`src/rtl/core_run_controller_if.sv`:
```
// Program-load stream into the run controller: valid/ready handshake carrying
// one 32-bit instruction word per transfer.
interface core_run_controller_if;
  logic        ld_valid;
  logic        ld_ready;
  logic [31:0] ld_data;

  modport master (output ld_valid, output ld_data, input  ld_ready);
  modport slave  (input  ld_valid, input  ld_data, output ld_ready);
endinterface

```
`src/rtl/core_run_controller.sv`:
```
// Load/run/halt sequencer for the single-cycle core: streams a program into
// imem, releases core reset, and stops on halt store, cycle limit or abort.
module core_run_controller #(
  parameter int          IMEM_DEPTH = 64,
  parameter int          ADDR_W     = 6,
  parameter int          CNT_W      = 16,
  parameter logic [31:0] HALT_ADDR  = 32'h0000_00FC
) (
  input  logic                  clk,
  input  logic                  reset,
  input  logic                  start,
  input  logic                  abort,
  input  logic [ADDR_W:0]       load_count,
  input  logic [CNT_W-1:0]      cycle_limit,
  core_run_controller_if.slave  ld,
  output logic                  imem_we,
  output logic [ADDR_W-1:0]     imem_waddr,
  output logic [31:0]           imem_wdata,
  output logic                  core_reset,
  input  logic                  memwrite,
  input  logic [31:0]           dataadr,
  input  logic [31:0]           writedata,
  output logic                  busy,
  output logic                  done,
  output logic [1:0]            halt_cause,
  output logic [31:0]           exit_code,
  output logic [CNT_W-1:0]      cycles_run
);

  typedef enum logic [2:0] {IDLE, LOAD, RELEASE, RUN, DONE} state_t;

  localparam logic [ADDR_W:0] DEPTH_C = (ADDR_W+1)'(IMEM_DEPTH);

  state_t            state_q;
  logic [ADDR_W:0]   count_q;
  logic [ADDR_W:0]   wcnt_q;
  logic [CNT_W-1:0]  limit_q;
  logic [CNT_W-1:0]  cycles_q;
  logic [1:0]        cause_q;
  logic [31:0]       exit_q;

  logic [ADDR_W:0]   count_d;
  logic              xfer;
  logic              halt_st;

  always_comb begin
    count_d = (load_count > DEPTH_C) ? DEPTH_C : load_count;
  end

  // ld_ready drops during abort so the abort cycle can never write imem.
  assign ld.ld_ready = (state_q == LOAD) && !abort;
  assign xfer        = ld.ld_valid && ld.ld_ready;
  assign imem_we     = xfer;
  assign imem_waddr  = wcnt_q[ADDR_W-1:0];
  assign imem_wdata  = xfer ? ld.ld_data : '0;
  assign halt_st     = memwrite && (dataadr == HALT_ADDR);

  assign core_reset  = (state_q != RUN);
  assign busy        = (state_q == LOAD) || (state_q == RELEASE) || (state_q == RUN);
  assign done        = (state_q == DONE);
  assign halt_cause  = cause_q;
  assign exit_code   = exit_q;
  assign cycles_run  = cycles_q;

  always_ff @(posedge clk or posedge reset) begin
    if (reset) begin
      state_q  <= IDLE;
      count_q  <= '0;
      wcnt_q   <= '0;
      limit_q  <= '0;
      cycles_q <= '0;
      cause_q  <= 2'd0;
      exit_q   <= '0;
    end else begin
      case (state_q)
        IDLE, DONE: begin
          if (start) begin
            count_q  <= count_d;
            limit_q  <= cycle_limit;
            wcnt_q   <= '0;
            cycles_q <= '0;
            cause_q  <= 2'd0;
            exit_q   <= '0;
            state_q  <= (count_d == '0) ? RELEASE : LOAD;
          end
        end
        LOAD: begin
          if (abort) begin
            cause_q <= 2'd3;
            state_q <= DONE;
          end else if (xfer) begin
            wcnt_q <= wcnt_q + 1'b1;
            if (wcnt_q == count_q - 1'b1) state_q <= RELEASE;
          end
        end
        RELEASE: begin
          if (abort) begin
            cause_q <= 2'd3;
            state_q <= DONE;
          end else begin
            state_q <= RUN;
          end
        end
        RUN: begin
          if (cycles_q != '1) cycles_q <= cycles_q + 1'b1;
          if (abort) begin
            cause_q <= 2'd3;
            state_q <= DONE;
          end else if (halt_st) begin
            exit_q  <= writedata;
            cause_q <= 2'd1;
            state_q <= DONE;
          end else if ((limit_q != '0) && (cycles_q + 1'b1 == limit_q)) begin
            cause_q <= 2'd2;
            state_q <= DONE;
          end
        end
        default: state_q <= IDLE;
      endcase
    end
  end

endmodule
```
`src/flat_wrapper.sv`:
```
// flat-port wrapper written by rule: the top's interface ports become plain ports
module core_run_controller_flat 
#(
  parameter int          IMEM_DEPTH = 64,
  parameter int          ADDR_W     = 6,
  parameter int          CNT_W      = 16,
  parameter logic [31:0] HALT_ADDR  = 32'h0000_00FC
)
  (clk, reset, start, abort, load_count, cycle_limit, imem_we, imem_waddr, imem_wdata, core_reset, memwrite, dataadr, writedata, busy, done, halt_cause, exit_code, cycles_run, ld_ld_valid, ld_ld_data, ld_ld_ready);
  core_run_controller_if ld_i ();
  input  logic clk;
  input  logic reset;
  input  logic start;
  input  logic abort;
  input  logic [ADDR_W:0] load_count;
  input  logic [CNT_W-1:0] cycle_limit;
  output logic imem_we;
  output logic [ADDR_W-1:0] imem_waddr;
  output logic [31:0] imem_wdata;
  output logic core_reset;
  input  logic memwrite;
  input  logic [31:0] dataadr;
  input  logic [31:0] writedata;
  output logic busy;
  output logic done;
  output logic [1:0] halt_cause;
  output logic [31:0] exit_code;
  output logic [CNT_W-1:0] cycles_run;
  input wire logic [$bits(ld_i.ld_valid)-1:0] ld_ld_valid;
  input wire logic [$bits(ld_i.ld_data)-1:0] ld_ld_data;
  output wire logic [$bits(ld_i.ld_ready)-1:0] ld_ld_ready;
  assign ld_i.ld_valid = ld_ld_valid;
  assign ld_i.ld_data = ld_ld_data;
  assign ld_ld_ready = ld_i.ld_ready;
  core_run_controller #(.IMEM_DEPTH(IMEM_DEPTH), .ADDR_W(ADDR_W), .CNT_W(CNT_W), .HALT_ADDR(HALT_ADDR)) u_core (.clk(clk), .reset(reset), .start(start), .abort(abort), .load_count(load_count), .cycle_limit(cycle_limit), .ld(ld_i), .imem_we(imem_we), .imem_waddr(imem_waddr), .imem_wdata(imem_wdata), .core_reset(core_reset), .memwrite(memwrite), .dataadr(dataadr), .writedata(writedata), .busy(busy), .done(done), .halt_cause(halt_cause), .exit_code(exit_code), .cycles_run(cycles_run));
endmodule
```
`config.mk`:
```
export PLATFORM = sky130hd
export DESIGN_NAME = core_run_controller_flat
export DESIGN_NICKNAME = d
export VERILOG_FILES = /design/src/rtl/core_run_controller_if.sv /design/src/rtl/core_run_controller.sv /design/src/flat_wrapper.sv
export SDC_FILE = /design/constraint.sdc
export NUM_CORES = 1
export LEC_CHECK = 0
export ABC_CLOCK_PERIOD_IN_PS = 4800
export CAP_MARGIN = 10
export CORE_ASPECT_RATIO = 0.75
export CORE_UTILIZATION = 30
export DETAILED_ROUTE_END_ITERATION = 7
export PLACE_DENSITY = 0.58
export SLEW_MARGIN = 20
export SYNTH_ARGS = -nofsm -noshare
export SYNTH_HDL_FRONTEND = slang
export SYNTH_SLANG_ARGS = --single-unit
```
`constraint.sdc`:
```
create_clock -name clk -period 4.8 [get_ports clk]
set_input_delay 0.48 -clock clk [delete_from_list [all_inputs] [get_ports clk]]
set_output_delay 0.48 -clock clk [all_outputs]
set_load 0.02 [all_outputs]
```
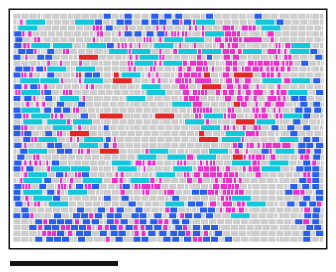
**Above:** run 1 (cell classes on the final placement).
The bar under the picture is 50 um long. Fill, decap, tap and diode cells in gray.
red -> clock drivers and dummy loads  # cells 16, share of their area 4.3%
magenta -> combinational and other logic  # cells 441, share of their area 35%
blue -> other buffers and delay cells  # cells 222, share of their area 31%
cyan -> flops  # cells 83, share of their area 30%

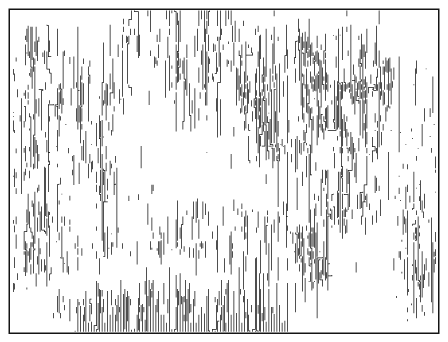
**Above:** run 1 (the metal 2 layer).
wire length on this layer = 6420 um
nets with wire on the layer = 715
longest straight run = 35.0 um
share of all routed wire = 43%
main direction = vertical
M2 GR Usage: 0.2925
routed via count: 4720
Routed WL: 14.82 mm

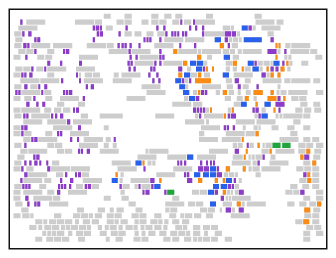
**Above:** run 1 (gate families picked out).
blue -> XOR/XNOR gates  # cells 32, most used xnor2_1
green -> multiplexers  # cells 3, most used mux2_1
orange -> NOR gates  # cells 55, most used nor2_1
purple -> NAND gates  # cells 218, most used nand2_1, where widely spread

==> flow_metrics.env, run 1 <==
# physical design summary
export IMPL_ys_cells=563
export IMPL_min_period_over_period=0.7319
export IMPL_skew_ns=0.006338
export IMPL_drv_cap=0
export IMPL_logic_area_um2=2396
export IMPL_clk_share=0.04192
export IMPL_io_pins=218
export IMPL_critPathKind="in2out"
export IMPL_cts_root_buf="clkbuf_16"
export IMPL_largest_area_cell="dfrtp_1"
export IMPL_clock_path_buffers=2
export IMPL_min_period_ns=3.513
export IMPL_syn_nets=691
export IMPL_bufAreaShareNonClock=0.3034
export IMPL_cp_common_cell="clkdlybuf4s50_1"
export IMPL_topCellsByArea="dfrtp_1 (44%), nand2_1 (12%), nand3_1 (5.0%)"
export IMPL_yosysChipArea_um2=4695
export IMPL_rsz0062_at_grt="no"
export IMPL_grt_overflow=0
export IMPL_grt_pass1_vias=4590
export IMPL_cp_required_ns=4.32
export IMPL_wl_met3_mm=1.449
export IMPL_edf_count=0
export IMPL_critPathMaxStageDelay_ns=0.88
export IMPL_die_w_um=146.4
export IMPL_ant_nets=0
export IMPL_pg_seq_mw=1.00
export IMPL_std_cell_rows=39
export IMPL_flop_cell="dfrtp_1"
export IMPL_power_density_nw_per_um2=377.1
export IMPL_grt_util_met3=0.06955
export IMPL_layout_drive_gt1_share=0.03937
export IMPL_seq_share=0.2852
export IMPL_ctsResizeCount=0
export IMPL_power_switching_mw=1.013
export IMPL_via_per_inst=4.881
export IMPL_post_route_util=0.4769
export IMPL_mux_share=0.006930
export IMPL_layout_top_cell="clkdlybuf4s50_1"
export IMPL_pwr_share_clk=0.257
export IMPL_crit_chain="clkdlybuf4s50_1, nor3_1, and3_1, and2_1, clkdlybuf4s50_1"
export IMPL_hp_start="u_core.exit_code[12]"
export IMPL_busiest_layer="met2"
export IMPL_compound_area_frac=0.09382
export IMPL_cp_depth=5
export IMPL_crit_path_end_kind="primary output"
export IMPL_syn_inst=563
export IMPL_seq_cell_count=83
export IMPL_signal_buffers=222
export IMPL_fin_ws_ns=1.287
export IMPL_r2r_start="u_core.cycles_run[4]"
export IMPL_hold_violations=0
export IMPL_path_clk_slew_ns=0.06
export IMPL_final_cells=967
export IMPL_ys_sh_simple=0.3382
export IMPL_cts_buffers=9
export IMPL_swShare=0.3687
export IMPL_largest_cell_class="multi-input combinational cells"
export IMPL_regArea_um2=2077
export IMPL_grt_max_degree=46
export IMPL_ys_types=55
export IMPL_n_all_inverters=10
export IMPL_cp_buffers_inverters=2
export IMPL_numSynthFlops=83
export IMPL_wl_met1_mm=6.831
export IMPL_comb_power_share=0.377
export IMPL_chip_area_um2=16160
export IMPL_warnings=26
export IMPL_mostFrequentLayoutCells="clkdlybuf4s50_1 (217), nand2_1 (151), dfrtp_1 (83)"
export IMPL_crit_arrival_ns=3.03
export IMPL_status="complete, no violations"
export IMPL_nets=885
export IMPL_async_flop_share=1.000
export IMPL_ys_sh_adder=0.007996
export IMPL_grt_pass1_wl_mm=23.65
export IMPL_r2r_end="u_core.cycles_run[7]"
export IMPL_fmax_mhz=284.6
export IMPL_slew_headroom=0.3148
export IMPL_logic_family="simple AND/OR/NAND/NOR gates"
export IMPL_p_int_mw=1.734
export IMPL_holdPathStages=2
export IMPL_well_tap_count=205
export IMPL_hold_path_class="reg2reg"
export IMPL_ys_seq_frac=0.4424
export IMPL_cp_start_kind="input pin"
export IMPL_dpl_instance_area_um2=6978
export IMPL_cts_tree="done"
export IMPL_setup_violations=0
export IMPL_hpwl_mm=11.07
export IMPL_clkbuf_count=11
**Run 1: clock nets**

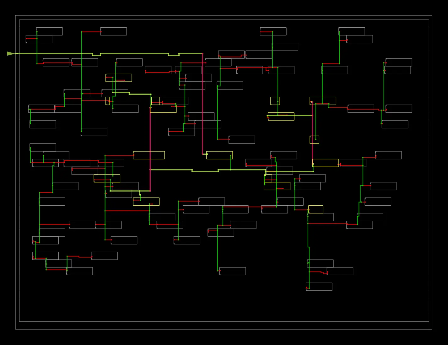

--- run 2 (diff from run 1) ---
Settings changed: ABC_CLOCK_PERIOD_IN_PS 4800 to 3100, PLACE_DENSITY 0.58 to 0.61.
Clock period 4.8 ns to 3.1 ns, I/O delays scaled along.
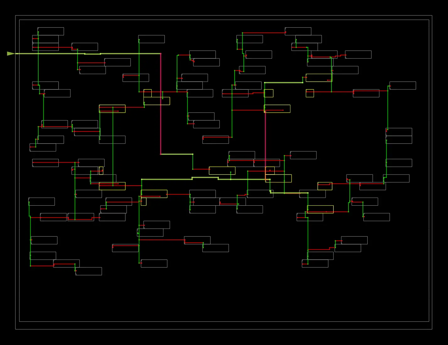
**Above:** run 2 (clock nets).
P_clk: 1.01 mW
Flops: 83
Setup Skew: 0.007243 ns
clock buffers: 11
Clock Latency Late Sink: 0.33 ns

==> run 2 against run 1 <==
  * Clock power up 43%
  * Critical path type is now reg2reg
  * Register-to-register slack worse by 1.3 ns
  * Non-clock buffer count up 12
  * Sequential share of layout area down 0.30 points
  * First-iteration DRC count up 38%
  * Wire length up 2.4%
  * Clock skew up 0.00090 ns
  * Highest routed layer unchanged
  * Setup slack worse by 0.97 ns
==> flow_metrics.env, run 2 <==
# physical design summary
export IMPL_compound_area_frac=0.09382
export IMPL_fmax_mhz=358.7
export IMPL_syn_inst=563
export IMPL_crit_path_end_kind="flop"
export IMPL_cp_depth=8
export IMPL_crit_arrival_ns=3.00
export IMPL_std_cell_rows=39
export IMPL_cts_tree="done"
export IMPL_clk_share=0.03808
export IMPL_via_per_inst=4.907
export IMPL_fin_ws_ns=0.3125
export IMPL_numSynthFlops=83
export IMPL_post_route_util=0.4819
export IMPL_critPathKind="reg2reg"
export IMPL_hpwl_mm=11.76
export IMPL_cp_required_ns=3.32
export IMPL_path_clk_slew_ns=0.07
export IMPL_power_switching_mw=1.604
export IMPL_setup_violations=0
export IMPL_well_tap_count=205
export IMPL_critPathMaxStageDelay_ns=0.49
export IMPL_mostFrequentLayoutCells="clkdlybuf4s50_1 (217), nand2_1 (151), dfrtp_1 (83)"
export IMPL_p_int_mw=2.640
export IMPL_r2r_start="u_core.cycles_run[0]"
export IMPL_chip_area_um2=16160
export IMPL_largest_cell_class="multi-input combinational cells"
export IMPL_via_count=4804
export IMPL_seq_share=0.2822
export IMPL_grt_pass1_vias=4667
export IMPL_pg_seq_mw=1.55
export IMPL_hold_violations=0
export IMPL_mux_share=0.006930
export IMPL_largest_area_cell="dfrtp_1"
export IMPL_bufAreaShareNonClock=0.3141
export IMPL_warnings=26
export IMPL_grt_met2_usage=0.3054
export IMPL_ys_cells=563
export IMPL_drv_cap=0
export IMPL_busiest_layer="met2"
export IMPL_wl_met1_mm=6.930
export IMPL_comb_power_share=0.398
export IMPL_logic_area_um2=2396
export IMPL_grt_max_degree=44
export IMPL_status="complete, no violations"
export IMPL_pwr_share_clk=0.238
export IMPL_grt_pass1_wl_mm=24.43
export IMPL_swShare=0.3779
export IMPL_clock_path_buffers=2
export IMPL_min_period_over_period=0.8992
export IMPL_power_density_nw_per_um2=576.6
export IMPL_min_period_ns=2.788
export IMPL_ctsResizeCount=0
export IMPL_regArea_um2=2077
export IMPL_yosysChipArea_um2=4695
**Run 2: cell classes on the final placement**

The bar under the picture is 50 um long. Fill, decap, tap and diode cells in gray.
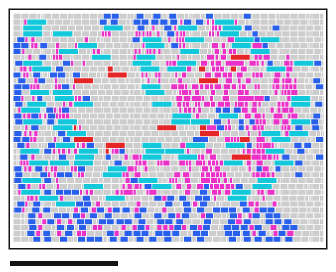

--- run 3 (diff from run 2) ---
Settings changed: ABC_AREA set to 1, PLACE_DENSITY 0.61 to 0.6.
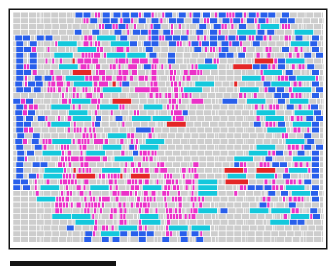
**Above:** run 3 (cell classes on the final placement).
The bar under the picture is 50 um long. Fill, decap, tap and diode cells in gray.
red -> clock drivers and dummy loads  # cells 15, share of their area 3.8%
blue -> other buffers and delay cells  # cells 225, share of their area 31%
magenta -> combinational and other logic  # cells 563, share of their area 37%
cyan -> flops  # cells 83, share of their area 29%
core footprint: 15970 um^2
# rows: 40
sequential cell area share: 0.2751
Core Util, Final: 0.4729

==> run 3 against run 2 <==
  * Wire length decreased by 4.6%
  * Maximum frequency increased by 13%
  * Critical path depth fell by 2
  * Non-clock buffer count is 9 lower
  * Total power rose by 14%
  * Clock power barely moved
  * Sequential power about the same
  * Die area increased by 4.0%
  * Setup slack better by 0.32 ns
  * Via count increased by 2.4%
  * Largest power group unchanged
  * Highest routed layer unchanged
==> flow_metrics.env, run 3 <==
# physical design summary
export IMPL_crit_path_end_kind="primary output"
export IMPL_path_clk_slew_ns=0.06
export IMPL_hpwl_mm=11.25
export IMPL_comb_power_share=0.462
export IMPL_ant_nets=0
export IMPL_cp_depth=6
export IMPL_largest_cell_class="non-clock buffers"
export IMPL_wl_met3_um=941
export IMPL_chip_area_um2=16810
export IMPL_well_tap_count=210
export IMPL_pg_clk_mw=1.03
export IMPL_cp_required_ns=2.79
export IMPL_fill_cells=1612
export IMPL_status="complete, no violations"
export IMPL_hold_path_class="in2async"
export IMPL_fmax_mhz=405.6
export IMPL_wirelength_mm=14.48
export IMPL_grt_util_met3=0.04187
export IMPL_grt_pass1_vias=4617
export IMPL_cts_tree="done"
export IMPL_syn_inst=671
export IMPL_wl_met1_mm=7.274
export IMPL_numSynthFlops=83
export IMPL_mostFrequentLayoutCells="clkdlybuf4s50_1 (217), nand2_1 (134), inv_1 (115)"
export IMPL_mux_share=0.002049
export IMPL_pg_seq_mw=1.58
export IMPL_grt_overflow=0
export IMPL_skew_ns=0.006889
export IMPL_n_all_inverters=122
export IMPL_ys_sh_simple=0.3204
export IMPL_largest_area_cell="dfrtp_1"
export IMPL_via_per_inst=4.490
export IMPL_min_period_ns=2.466
export IMPL_io_pins=218
export IMPL_crit_arrival_ns=2.16
export IMPL_grt_met2_usage=0.2648
export IMPL_power_switching_mw=1.935
export IMPL_cp_buffers_inverters=1
export IMPL_dpl_instance_area_um2=7273
export IMPL_cp_start_kind="flop"
export IMPL_busiest_layer="met2"
export IMPL_critPathKind="reg2out"
export IMPL_ctsResizeCount=0
export IMPL_clkbuf_count=12
export IMPL_r2r_start="u_core.cycles_run[0]"
export IMPL_cts_buffers=9
export IMPL_crit_chain="nor2_4, nand2_2, nor2_8, nand2_4, nor2_1, clkdlybuf4s50_1"
export IMPL_logic_family="simple AND/OR/NAND/NOR gates"
export IMPL_compound_area_frac=0.1040
export IMPL_drv_cap=0
export IMPL_ys_seq_frac=0.4251
export IMPL_signal_buffers=225
export IMPL_p_int_mw=2.920
export IMPL_power_density_nw_per_um2=643.1
export IMPL_ys_sh_adder=0.007682
export IMPL_first_pass_iters=4
export IMPL_flop_cell="dfrtp_1"
export IMPL_logic_area_um2=2217
export IMPL_edf_count=0
export IMPL_layout_drive_gt1_share=0.06433
export IMPL_ys_types=40
export IMPL_bufAreaShareNonClock=0.2990
export IMPL_clk_share=0.03663
export IMPL_grt_pass1_wl_mm=23.14
export IMPL_seq_cell_count=83
export IMPL_setup_violations=0
export IMPL_swShare=0.3985
export IMPL_min_period_over_period=0.7953
export IMPL_yosysChipArea_um2=4886
export IMPL_regArea_um2=2077
export IMPL_cts_root_buf="clkbuf_16"
export IMPL_syn_nets=799
export IMPL_grt_max_degree=65
export IMPL_ys_cells=671
export IMPL_clock_path_buffers=2
export IMPL_hold_violations=0
export IMPL_nets=1010
No activity file was given, so power comes from the tool's default toggle rates.
